Design dmem_arbiter_flat, sky130hd; sources not shown.
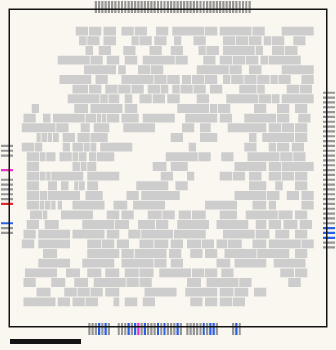
pinout.png
The bar under the picture is 20 microns long. Pins as bars across the die edge, other pins in gray.
Red stands for `bus_ext_we`, pins 1, direction input, edge left. Blue stands for `bus_core_rdata`, pins 16, direction output, edge 12 bottom, 3 right, 1 left. Magenta stands for `dbg_state`, pins 2, direction output, edge 1 bottom, 1 left.
All pins by edge: 48 top, 40 bottom, 33 right, 13 left.
die height: 88.90 microns
Buffers on Ports: 133
die outline width: 88.90 microns

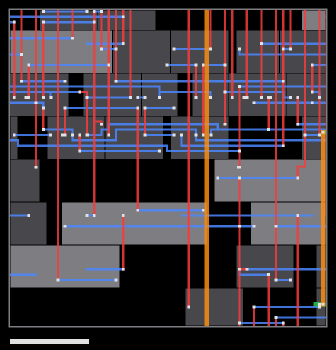
closeup.png
The bar under the picture is 5 microns long. Region (34, 52) to (54, 72) microns. Cells in gray, sequential cells in the stronger gray; small squares are vias.
Green stands for M3. Orange stands for M4. Blue stands for M1. Red stands for M2.
Sequential cells in the window: 5. Most frequent: clkdlybuf4s50_1 (8), a221o_1 (5), dfrtp_1 (5). 21 logic cells have their middle in the window.

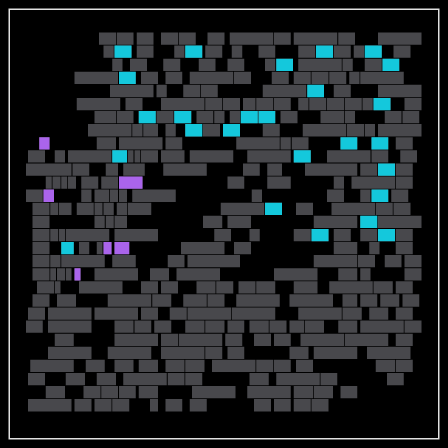
gates.png
Purple stands for nor cells, cells 6, most used nor2b_1, where left middle. Cyan stands for non-inverting ao/oa cells, cells 26, most used a221o_1.
logic gate fraction of the total cell area: 0.2324
post-route insts no fill: 415

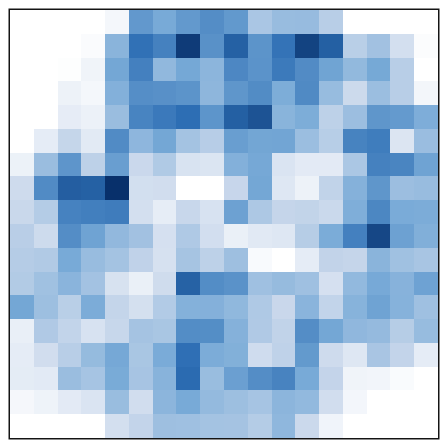
route_heat.png
The die is cut into 18 by 18 equal tiles; white is low, dark blue is high, scaled to the fullest tile. Values are wire area over tile area, all layers added.
27% of the tiles are over half the peak. 11% of the tiles are nearly empty. The mean over all tiles is 0.14. The fullest tile reaches 0.41. The densest ninth of the die: top middle. The emptiest ninth of the die: top left.
vias post-DR: 2124
Avg WL per Cell: 17.60 microns
Tot GR Track Use: 0.1862
total detailed-routing wirelength: 7.305 mm

==> results.rst <==
Metrics
=======

.. list-table::
   :header-rows: 1

   * - Metric
     - Value
   * - Status
     - finished clean
   * - Number of cells on the critical path
     - 5
   * - Flip-flops
     - 65
   * - Share of total power in the clock network
     - 0.178
   * - CP startpoint kind
     - input pin
   * - Max-slew violation count
     - 0
   * - Clock latency reported for the late side of the worst-skew pair
     - 0.33 ns
   * - CTS hold repair buffers
     - 0
   * - Worst voltage drop across the vdd grid
     - 451.0 uV
   * - Area share of and/or/nand/nor cells after synthesis
     - 0.1051
   * - Main logic family after synthesis
     - multiplexers
   * - Layout inverter count without the clock tree
     - 6
   * - Number of global-route vias before repair
     - 2192
   * - Combinational fraction of design power
     - 0.489
   * - Reg power frac
     - 0.332
   * - Total cell area at the placement stage
     - 4091 sq um
   * - Chip Footprint
     - 7903 sq um
   * - Largest cells by area
     - sky130_fd_sc_hd__dfrtp_1, sky130_fd_sc_hd__mux2_1, sky130_fd_sc_hd__a221o_1, sky130_fd_sc_hd__and2_1, sky130_fd_sc_hd__mux2_2
   * - Setup bufs post-CTS
     - 0
   * - Combinational Gates
     - 116
   * - Setup repair after global routing missed its margin
     - false
   * - Routed vias/inst
     - 5.118
   * - Ratio of total power to cell area
     - 715.9 nW/um^2
   * - Non-clock buffer contribution to total cell area
     - 0.3106
   * - Number of fill cells
     - 479
   * - Non-CTS buffers
     - 135
   * - Global-route wire length before repair
     - 11.12 mm
   * - Maximum number of pins on one net before global-route repair
     - 34
   * - Met1 capacity usage during global routing
     - 0.2210
   * - Fraction of the core area covered by cells at the end of the flow
     - 0.6648
   * - Leading area contributor after synthesis
     - sky130_fd_sc_hd__dfrtp_1
   * - Leakage power summed over all cells
     - 1.829 nW
   * - Biggest area consumer among cell classes
     - flip-flops and latches
   * - Post-synth area from yosys stat
     - 2749 sq um
   * - Xor and xnor fraction of the mapped netlist area
     - 0
   * - Primary FF master, synth
     - sky130_fd_sc_hd__dfrtp_1
   * - Arrival time of the worst setup path
     - 2.82 ns
   * - Hpwl dp
     - 5.390 mm
   * - Crit. End Element
     - output pin
   * - Count of tool warnings
     - 27
   * - Share of the clock period used by the worst path after layout
     - 0.7756
   * - Total clock buffers created by CTS
     - 9
   * - Power Clock
     - 0.000551 W
   * - Routing usage on met3
     - 0.04424
   * - Crit-path most repeated cell
     - sky130_fd_sc_hd__clkdlybuf4s50_1
   * - Share of layout cells above drive strength 1
     - 0.1065
   * - Clock Root Buffer
     - sky130_fd_sc_hd__clkbuf_8
   * - Sequential-to-total area share from yosys stat
     - 0.5922
No activity file was given, so power comes from the tool's default toggle rates.
